$ cat src/rtl/sysid_chk_timeout.sv
// Wait-state counter for one Avalon read: counts stalled cycles, saturates at
// TIMEOUT_CYCLES and flags expiry.
module sysid_chk_timeout #(
  parameter int TIMEOUT_CYCLES = 255
) (
  input  logic clock,
  input  logic reset,
  input  logic clear,
  input  logic inc,
  output logic expired
);

  localparam int CNT_W = $clog2(TIMEOUT_CYCLES + 1);
  localparam logic [CNT_W-1:0] LIMIT = CNT_W'(TIMEOUT_CYCLES);

  logic [CNT_W-1:0] count_q, count_d;

  always_comb begin
    count_d = count_q;
    if (clear)
      count_d = '0;
    else if (inc && (count_q != LIMIT))
      count_d = count_q + 1'b1;
  end

  always_ff @(posedge clock) begin
    if (reset)
      count_q <= '0;
    else
      count_q <= count_d;
  end

  assign expired = (count_q == LIMIT);

endmodule

$ cat config.mk
export PLATFORM = sky130hd
export DESIGN_NAME = sysid_chk_timeout
export DESIGN_NICKNAME = d
export VERILOG_FILES = /design/src/rtl/sysid_chk_timeout.sv
export SDC_FILE = /design/constraint.sdc
export NUM_CORES = 1
export LEC_CHECK = 0
export ABC_AREA = 1
export CORE_AREA = 8 8 45 47
export CTS_CLUSTER_SIZE = 20
export DETAILED_ROUTE_END_ITERATION = 8
export DIE_AREA = 0 0 53 55
export PLACE_DENSITY = 0.54
export SYNTH_ARGS = -nofsm -noshare
export SYNTH_HDL_FRONTEND = slang
export SYNTH_SLANG_ARGS = --single-unit
$ cat constraint.sdc
create_clock -name clock -period 2.45 [get_ports clock]
set_clock_uncertainty 0.2 [all_clocks]
set_input_delay 0.245 -clock clock [delete_from_list [all_inputs] [get_ports clock]]
set_output_delay 0.245 -clock clock [all_outputs]
set_load 0.01 [all_outputs]
Fig. 1: run 1, routed clock nets over the placement
Drawn at 6 px/µm.
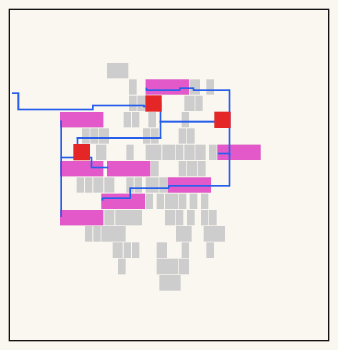
[flip-flops] magenta | count: 8
[clock wires] blue | length: 141 µm
[clock drivers] red | count: 3
routed clock nets	4

Fig. 2: run 1, signal metal coverage by tile
Drawn at 6 px/µm. 11 x 11 tiles, from white (low) to dark blue (high), scaled to the fullest tile. Values are wire area over tile area, all layers added.
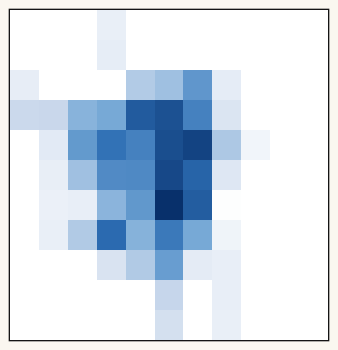
emptiest ninth of the die	upper right
densest ninth of the die	center
tiles over half the peak	17%
Tot GR Track Use: 7.55%
drt total wl: 924 µm
WL/cell: 9.83 µm
via count: 419

Fig. 3: run 1, gate-type map
Drawn at 10 px/µm.
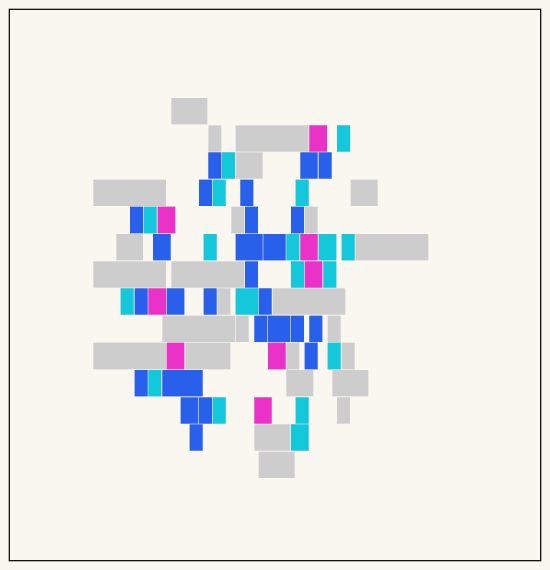
family	color	cells
aoi and oai cells	magenta	8
nor cells	cyan	18
nand cells	blue	26

Fig. 4: run 1, close-up of the layout
Region (12, 2) to (42, 32) µm. Cells in gray, sequential cells in the stronger gray; small squares are vias.
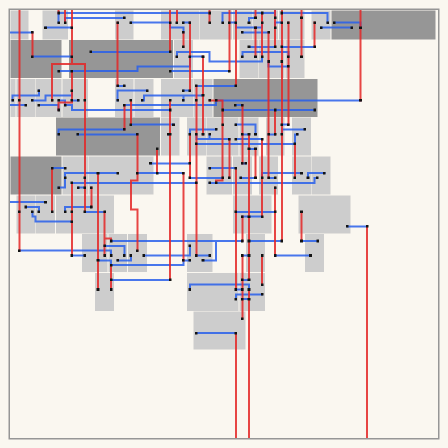
layer	color
metal 1	blue
metal 2	red
most frequent	nand2_1 (11), nor2_1 (9), inv_1 (6)
sequential cells in the window	4
cells with their middle in the window	51
netlist names of flops here include	count_q (4)

==> flow_summary.toml, run 1 <==
# flow metrics
[flow_run]
max_cap_viol_count = 0
warning_count = 26

[cells_and_area]
largest-register = "count_q"
mostFrequentLayoutCells = "18 x nand2_1, 15 x nor2_1, 9 x inv_1, 8 x dfxtp_1, 6 x a21oi_1"
areaGrowthSynthToFinish_pct = 15.6
drive_gt1_share_pct = 8.97
top_regs = "count_q x8"
fin_nets = 85
fin_area_um2 = 528
largest_reg_flops = 8
antennaDiodeCount = 0
lay_top_count = "nand2_1"
logic_area_um2 = 244
fillers = 154
seq_area_um2 = 160

[critical_path]
crit_path_top_delay_cell = "clkdlybuf4s50_1"
r2r_end = "count_q[5]$_SDFFE_PP0P_"
cp_data_required_time_ns = 2.01
rr_worst_depth = 7
crit_fanout = 4
start_kind = "flop"
path_cells = "ha_1 > nand2_1 > nor2_1 > nand2_1 > inv_1 > clkdlybuf4s50_1"
criticalPathCategory = "flop to output pin"
end_kind = "output pin"
cp.arrival_ns = 1.67
r2r_start = "count_q[0]$_SDFFE_PP0P_"
rrSetupSlack_ns = 0.94
crit_top_cell = "nand2_1"
slowest_delay_ns = 0.53

[timing]
setup-violations-final = 0
tightest_slew_ns = 0.476
setup_ws_ns = 0.339
max_freq_ghz = 0.474
relSlewSlack_pct = 68.2
finalCriticalPeriod_ns = 2.11
drv_slew = 0
fin_crit_sh_pct = 86.2
hold_viol_final = 0
final.setup.tns_ns = 0
rsz0062_at_grt = "false"

[routing]
wl_met2_um = 439
drt_first_pass_iters = 3
drt-met1-wl_um = 436
routed.top_layer = "met3"
drt_iter0_drc = 5
antenna_left = 0
route.met3.wl_um = 48
drcViolationCount = 0
viasPerCell = 4.46

[clock_tree]
clock_path_buffers = 2
clk_pin_slew_worst_paths_ns = 0.06
cts_tree = "done"
cts_hold_buf = 0
cts-resized-gates = 0
cts_made_buffers = 3
h-tree-depth = 1
cts.sinks = 8
clk_latency_ns = 0.26
cts-root-buf = "clkbuf_4"
post_cts_buffers = 0

[placement]
place_ws_ns = 0.603
placed_cell_area_um2 = 505
gp_congestion = 0.762
dpl.hpwl_um = 704
numPortBuffers = 4

[floorplanning]
chipWidth_um = 53
ios = 5
core_area_um2 = 1380
die_area_um2 = 2920
core_util_floorplan_pct = 33.0
fp.dieH_um = 55
rows = 14

[logic_synthesis]
adder_share_pct = 2.74
top_logic_kind = "simple AND/OR/NAND/NOR gates"
syn_inst = 72
muxShareOfSynthArea_pct = 0
simple_gate_share_pct = 41.9
ys_warn_count = 0
synth-xor-area-share_pct = 0
yosys_cells = 72
syn-num-nets = 77
synth.distinct_cells = 16
avgSynthCellArea_um2 = 6.34
ys_seq_share_pct = 35.1
ys.flops = 8
ys_area_um2 = 457
synth_area_um2 = 457
ys_sh_aoi_pct = 8.77

[power_and_ir_drop]
p_clk_mw = 0.102
sequentialPower_mw = 0.133
power.total_mw = 0.252
power.internal_mw = 0.196
combPwrFrac_pct = 6.7
swShare_pct = 22.1
p_sw_mw = 0.0558
combinationalPower_mw = 0.0170
p_seq_share_pct = 52.7
ir_drop_uv = 201
power_leader = "sequential cells"
leakage_nw = 0.236
power.density_nw_per_um2 = 478
clockPowerShare_pct = 40.5

[global_route]
grt_pass1_wl_um = 1560
grt_util_met2_pct = 11.7
met3_usage_pct = 5.61
grt_max_degree = 11
grt_overflow = 0
top_usage_layer = "met2"
grt_pass1_vias = 364
antenna_found_initial = 0
use_met1_pct = 8.24

[min_path]
holdPathStages = 2
hold_end = "count_q[1]$_SDFFE_PP0P_"
worstHoldPathType = "flop to flop"
min_from = "count_q[1]$_SDFFE_PP0P_"

[status]
status = "finished clean"
==> run 1: how the worst max path moves through the flow <==
| stage | start | endpoint | slack, ns | cells after the start |
|---|---|---|---|---|
| 6_report | count_q[0]$_SDFFE_PP0P_ | expired | 0.34 | 6 |
| 3_3_place_gp | count_q[0]$_SDFFE_PP0P_ | expired | 0.66 | 6 |
| 3_5_place_dp | count_q[0]$_SDFFE_PP0P_ | expired | 0.60 | 6 |
| 5_1_grt | count_q[0]$_SDFFE_PP0P_ | expired | 0.21 | 6 |
| 2_1_floorplan | count_q[0]$_SDFFE_PP0P_ | expired | 1.04 | 6 |
| 4_1_cts | count_q[0]$_SDFFE_PP0P_ | expired | 0.31 | 6 |
==> run 1: Yosys cell counts <==
master     n  share of area [%]
nand3b_2   1                2.5
buf_6      1                2.5
nand4_1    1                1.4
dfxtp_1    8                 35
buf_4      1                1.6
inv_1      9                7.4
nor2_1    15                 12
nand3_1    4                4.4
nand3b_1   1                1.6
nand2_2    1                1.4
nor2_2     1                1.4
nor3_1     2                2.2
a21oi_1    6                6.6
ha_1       1                2.7
o21ai_0    2                2.2
nand2_1   18                 15
==> run 1: worst max-delay path: cells and delay by family (launching register included) <==
kind,cells,cell delay (ns)
flops,1,0.38
simple gates,3,0.24
fa+ha+maj,1,0.21
buf+inv,2,0.58
==> run 1: stage by stage <==
step,hold slack (ns),utilization (%),instances
2_1_floorplan,0.198,-,72
3_3_place_gp,0.303,36.5,91
3_5_place_dp,0.321,36.5,91
4_1_cts,0.333,38.2,94
5_1_grt,0.378,38.2,94
6_report,0.330,38.2,94
==> run 1: layout make-up <==
type                            instances  area share [%]
Clock buffer                            3            4.27
Inverter                                9            6.40
Multi-Input combinational cell         53            46.2
Sequential cell                         8            30.3
Tap cell                               16            3.79
Timing Repair Buffer                    5            9.00
==> run 1 -> run 2 <==
==> constraint.sdc (replaced) <==
create_clock -name clock -period 2.7 [get_ports clock]
set_clock_uncertainty 0.2 [all_clocks]
set_input_delay 0.27 -clock clock [delete_from_list [all_inputs] [get_ports clock]]
set_output_delay 0.27 -clock clock [all_outputs]
set_load 0.01 [all_outputs]
Fig. 5: run 2, signal metal coverage by tile
Drawn at 6 px/µm. 11 x 11 tiles, from white (low) to dark blue (high), scaled to the fullest tile. Values are wire area over tile area, all layers added.
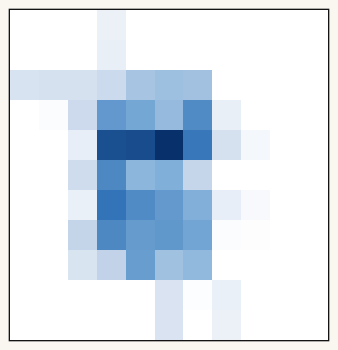
tiles over half the peak	13%
mean over tiles	0.047
densest ninth of the die	center
emptiest ninth of the die	upper right

Fig. 6: run 2, routed clock nets over the placement
Drawn at 6 px/µm.
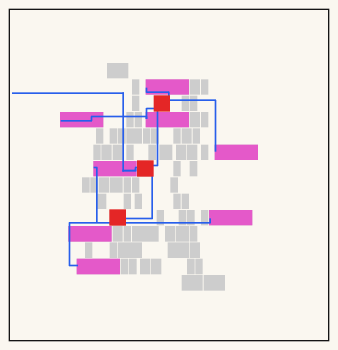
[clock wires] blue | length: 145 µm
[flip-flops] magenta | count: 8
[clock drivers] red | count: 3
routed clock nets	4

==> run 2 against run 1 <==
Sequential power down 9%. Largest cell class unchanged. Critical endpoint unchanged. Non-clock buffer count down 1. Synthesized cell count unchanged.
==> flow_summary.toml, run 2 <==
# flow metrics
[logic_synthesis]
ys_seq_share_pct = 35.1
yosys_cells = 72
synth.distinct_cells = 16
edf_count = 0
ys.flops = 8
flop_cell = "dfxtp_1"
avgSynthCellArea_um2 = 6.34
syn_inst = 72
most_common_cell = "nand2_1"
ys_area_um2 = 457
yosys-top-cells-count = "18 x nand2_1, 15 x nor2_1, 9 x inv_1"
syn-num-nets = 77
area_leaders = "dfxtp_1 35%, nand2_1 15%, nor2_1 12%"
yosysTopAreaCell = "dfxtp_1"
synthArstFlopShare_pct = 0
ys_warn_count = 0

[routing]
drt_first_pass_iters = 4
drt_wl_total_um = 881
drt_iter0_drc = 7
routedWlPerCell_um = 9.47
drcViolationCount = 0
antenna_left = 0
vias = 413
viasPerCell = 4.44

[timing]
setup-violations-final = 0
max_freq_ghz = 0.427
relSlewSlack_pct = 67.8
setup_ws_ns = 0.361
hold_viol_final = 0
fin_crit_sh_pct = 86.6
rsz0062_at_grt = "false"
tightest_slew_ns = 0.482
final.setup.tns_ns = 0
finalCriticalPeriod_ns = 2.34
drv_slew = 0

[critical_path]
cp.arrival_ns = 1.87
criticalPathCategory = "flop to output pin"
start_kind = "flop"
crit_fanout = 11
r2r_start = "count_q[0]$_SDFFE_PP0P_"
end_kind = "output pin"
cp-startpoint = "count_q[0]$_SDFFE_PP0P_"

[power_and_ir_drop]
power.density_nw_per_um2 = 440
ir_drop_uv = 190
leakage_nw = 0.232

[flow_run]
warning_count = 26
max_cap_viol_count = 0

[floorplanning]
chipWidth_um = 53
core_util_floorplan_pct = 33.0
ios = 5
core_area_um2 = 1380
rows = 14

[min_path]
min_from = "count_q[1]$_SDFFE_PP0P_"
worstHoldPathType = "flop to flop"

[cells_and_area]
mostFrequentLayoutCells = "18 x nand2_1, 15 x nor2_1, 9 x inv_1, 8 x dfxtp_1, 6 x a21oi_1"
lay_top_count = "nand2_1"
areaGrowthSynthToFinish_pct = 14.0
fin_nets = 84
largest-register = "count_q"
fin_cells = 93
top_regs = "count_q x8"
utilization_pct = 37.6
antennaDiodeCount = 0

[clock_tree]
cts_hold_buf = 0
cts.sinks = 8
cts_tree = "done"
clock_path_buffers = 2
clk_latency_ns = 0.25
cts_made_buffers = 3
post_cts_buffers = 0
clk_pin_slew_worst_paths_ns = 0.06

[global_route]
grt_max_degree = 12
grt_overflow = 0
grt_pass1_vias = 338
grt_pass1_wl_um = 1520
grt_usage_pct = 7.33

[placement]
numPortBuffers = 4
place_ws_ns = 0.617

[status]
status = "finished clean"
## run 2: cell counts after synthesis
Identical to the previous run, type by type.
## run 2: routing by layer
metal  GRT usage [%]  vias to the layer above  share of wire [%]
met5               0                        -                  0
met4            5.17                        0                1.4
met3            3.21                        2                3.1
met2            10.4                        5                 44
met1            8.69                      171                 51
li1                -                      235                  -
## run 2: power by group
part	switching [mW]	leakage [nW]	internal, mW
clock	0.0422	0.0138	0.0510
combinational	0.00769	0.153	0.00779
sequential	0.00114	0.0647	0.119
## run 2: final timing paths
check	end	slack (ns)	cells after the start
min reg2reg	count_q[1]$_SDFFE_PP0P_	0.31	2
min	count_q[1]$_SDFFE_PP0P_	0.31	2
max reg2reg	count_q[5]$_SDFFE_PP0P_	1.14	6
max	expired	0.36	6
## run 2: kinds of logic after synthesis
kind of cell,synth area share (%)
adders and majority gates,2.74
AOI/OAI and AO/OA,8.77
DFF,35.1
and+or+nand+nor,41.9
buffers and inverters,11.5
## run 2: final cells by class
class                      count  area (µm²)
clock buffer                   3        22.5
fill                         147         863
inverter                       9        33.8
multi-input combinational     53         244
sequential                     8         160
tap                           16        20.0
timing repair buffer           4        40.0
## run 2: worst max-delay path, stage by stage (launching register included)
cell and delay (ns):
dfxtp_1 0.37, ha_1 0.20, nand2_1 0.07, nor2_1 0.09, nand2_1 0.23, inv_1 0.11
clkdlybuf4s50_1 0.54
## run 2: metrics by stage
| step | area (µm²) | power [mW] |
|---|---|---|
| after floorplan | 457 | 0.133 |
| after global placement | 498 | 0.139 |
| after detailed placement | 498 | 0.139 |
| after CTS | 520 | 0.234 |
| after global routing | 520 | 0.242 |
| final | 520 | 0.229 |
==> run 2 -> run 3 <==
==> constraint.sdc (replaced) <==
create_clock -name clock -period 2.7 [get_ports clock]
set_clock_uncertainty 0.2 [all_clocks]
set_input_delay 0.27 -clock clock [delete_from_list [all_inputs] [get_ports clock]]
set_output_delay 0.27 -clock clock [all_outputs]
set_load 0.05 [all_outputs]
Fig. 7: run 3, signal metal coverage by tile
Drawn at 6 px/µm. 11 x 11 tiles, from white (low) to dark blue (high), scaled to the fullest tile. Values are wire area over tile area, all layers added.
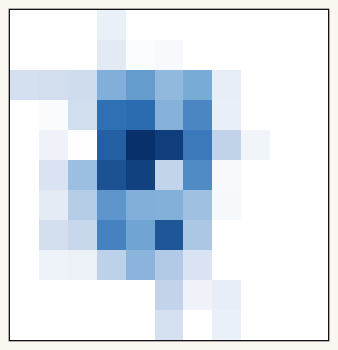
fullest tile	0.29
emptiest ninth of the die	upper right
mean over tiles	0.049
nearly empty tiles	54%
densest ninth of the die	center
tiles over half the peak	12%
drt total wl: 913 µm
via count: 412
Tot GR Track Use: 7.55%

Fig. 8: run 3, close-up of the layout
Region (12, 2) to (42, 32) µm. Cells in gray, sequential cells in the stronger gray; small squares are vias.
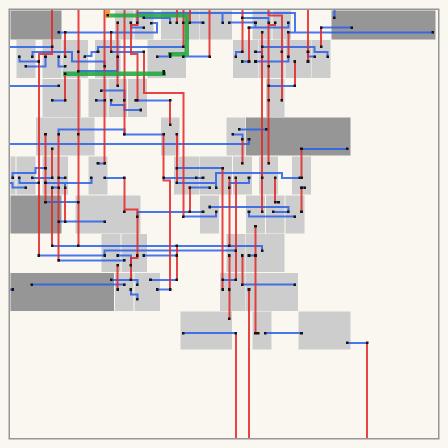

==> run 3 against run 2 <==
Synthesized cell count unchanged. Worst setup slack worse by 0.026 ns. Routed wire length up 3.6%. Design area is 1.4% higher. Clock-buffer cell count unchanged. Critical endpoint unchanged. Total power grew 0.83%. Via count is 0.24% lower. Area after synthesis unchanged. First-iteration DRC count is the same.
==> flow_summary.toml, run 3 <==
# flow metrics
[status]
status = "finished clean"

[logic_synthesis]
yosys_cells = 72
avgSynthCellArea_um2 = 6.34
synth.distinct_cells = 16
edf_count = 0
ys_seq_share_pct = 35.1
most_common_cell = "nand2_1"
yosysTopAreaCell = "dfxtp_1"
area_leaders = "dfxtp_1 35%, nand2_1 15%, nor2_1 12%"
ys_warn_count = 0
yosysTopAreaCellShare_pct = 35.1
ys_area_um2 = 457
syn-num-nets = 77
synthArstFlopShare_pct = 0
synth_area_um2 = 457
yosys-top-cells-count = "18 x nand2_1, 15 x nor2_1, 9 x inv_1"
ys.flops = 8
flop_cell = "dfxtp_1"

[cells_and_area]
fin_nets = 85
top_regs = "count_q x8"
logic_area_um2 = 244
utilization_pct = 38.2
fin_cells = 94
largest-register = "count_q"
seq_area_um2 = 160
lay_top_count = "nand2_1"
mostFrequentLayoutCells = "18 x nand2_1, 15 x nor2_1, 9 x inv_1, 8 x dfxtp_1, 6 x a21oi_1"
drive_gt1_share_pct = 8.97
antennaDiodeCount = 0
areaGrowthSynthToFinish_pct = 15.6
fin_area_um2 = 528
fillers = 154
largest_reg_flops = 8

[placement]
gp_congestion = 0.706
dpl.hpwl_um = 675
place_ws_ns = 0.592
numPortBuffers = 4
placed_cell_area_um2 = 505
place_inst = 91

[min_path]
holdPathStages = 2
worstHoldPathType = "flop to flop"
hold_end = "count_q[1]$_SDFFE_PP0P_"
min_from = "count_q[1]$_SDFFE_PP0P_"

[power_and_ir_drop]
clockPowerShare_pct = 41.2
p_seq_share_pct = 52.1
power.internal_mw = 0.178
power.total_mw = 0.231
power.density_nw_per_um2 = 438
leakage_nw = 0.236
combPwrFrac_pct = 6.7
ir_drop_uv = 224
p_sw_mw = 0.0528

[global_route]
antenna_found_initial = 0
grt_pass1_vias = 382
grt_pass1_wl_um = 1570
grt_overflow = 0
grt_max_degree = 11

[floorplanning]
chipWidth_um = 53
rows = 14
ios = 5
core_util_floorplan_pct = 33.0
fp.dieH_um = 55
die_area_um2 = 2920
core_area_um2 = 1380

[critical_path]
rrSetupSlack_ns = 1.23
rr_worst_depth = 7
crit_family = "buffers and inverters"
slowest_delay_ns = 0.79
path_cells = "ha_1 > nand2_1 > nor2_1 > nand2_1 > inv_1 > clkdlybuf4s50_1"
end_kind = "output pin"
crit_fanout = 4
crit_top_cell = "nand2_1"
criticalPathCategory = "flop to output pin"
crit_path_top_delay_cell = "clkdlybuf4s50_1"
cp_data_required_time_ns = 2.23
r2r_start = "count_q[0]$_SDFFE_PP0P_"
r2r_end = "count_q[5]$_SDFFE_PP0P_"
cp-startpoint = "count_q[0]$_SDFFE_PP0P_"
critPathBufInv = 2
cp.arrival_ns = 1.90
start_kind = "flop"

[routing]
viasPerCell = 4.38
routedWlPerCell_um = 9.71
drcViolationCount = 0
antenna_left = 0
drt_iter0_drc = 7
drt_first_pass_iters = 3

[timing]
rsz0062_at_grt = "false"
final.setup.tns_ns = 0
drv_slew = 0
fin_crit_sh_pct = 87.6
whs_ns = 0.322
relSlewSlack_pct = 67.1
setup-violations-final = 0
tightest_slew_ns = 0.492
finalCriticalPeriod_ns = 2.37
hold_viol_final = 0
setup_ws_ns = 0.335
max_freq_ghz = 0.423

[clock_tree]
clk_latency_ns = 0.25
h-tree-depth = 1
cts_tree = "done"
clock_path_buffers = 2
post_cts_buffers = 0
cts.sinks = 8
cts-root-buf = "clkbuf_4"
cts-resized-gates = 0
cts_hold_buf = 0
clk_pin_slew_worst_paths_ns = 0.06
cts_made_buffers = 3

[flow_run]
max_cap_viol_count = 0
warning_count = 26
run 3: cell counts after synthesis:
No cell type changed its count.
run 3: kinds of logic after synthesis:
kind of cell / after synthesis / share of synthesized area, %
compound gates: 8 / 8.77
fa+ha+maj: 1 / 2.74
buf+inv: 11 / 11.5
flops: 8 / 35.1
simple gates: 44 / 41.9
run 3: area by class of cell:
cell class	count	area share (%)
multi-input combinational	53	46.2
sequential	8	30.3
timing repair buffer	5	9.00
inverter	9	6.40
clock buffer	3	4.27
tap	16	3.79
run 3: worst reg2reg max path: cells and delay by family (launching register included):
family,cells,cell delay [ns]
buf+inv,1,0.17
fa+ha+maj,1,0.20
simple gates,4,0.30
flops,1,0.37
compound gates,1,0.14
run 3: worst max path at each step:
stage | endpoint | slack [ns] | cells after the start
after floorplan | expired | 1.04 | 6
after CTS | expired | 0.31 | 6
after global routing | expired | 0.23 | 6
final | expired | 0.33 | 6
after global placement | expired | 0.61 | 6
after detailed placement | expired | 0.59 | 6
run 3: power by group through the flow:
stage,Sequential [mW],Clock (mW),Combinational [mW]
2_1_floorplan,0.123,0,0.00996
3_3_place_gp,0.123,0,0.0156
3_5_place_dp,0.123,0,0.0157
4_1_cts,0.120,0.101,0.0159
5_1_grt,0.121,0.105,0.0185
6_report,0.120,0.0951,0.0155
run 3: routing by layer:
layer / wire length (µm) / vias to the layer above / part of all wire (%) / track usage, %
li1: - / 239 / - / -
met1: 437 / 168 / 48 / 7.61
met2: 431 / 3 / 47 / 12.5
met3: 34 / 2 / 3.7 / 3.21
met4: 9 / 0 / 0.99 / 5.17
met5: 0 / - / 0 / 0
No activity file was given, so power comes from the tool's default toggle rates.
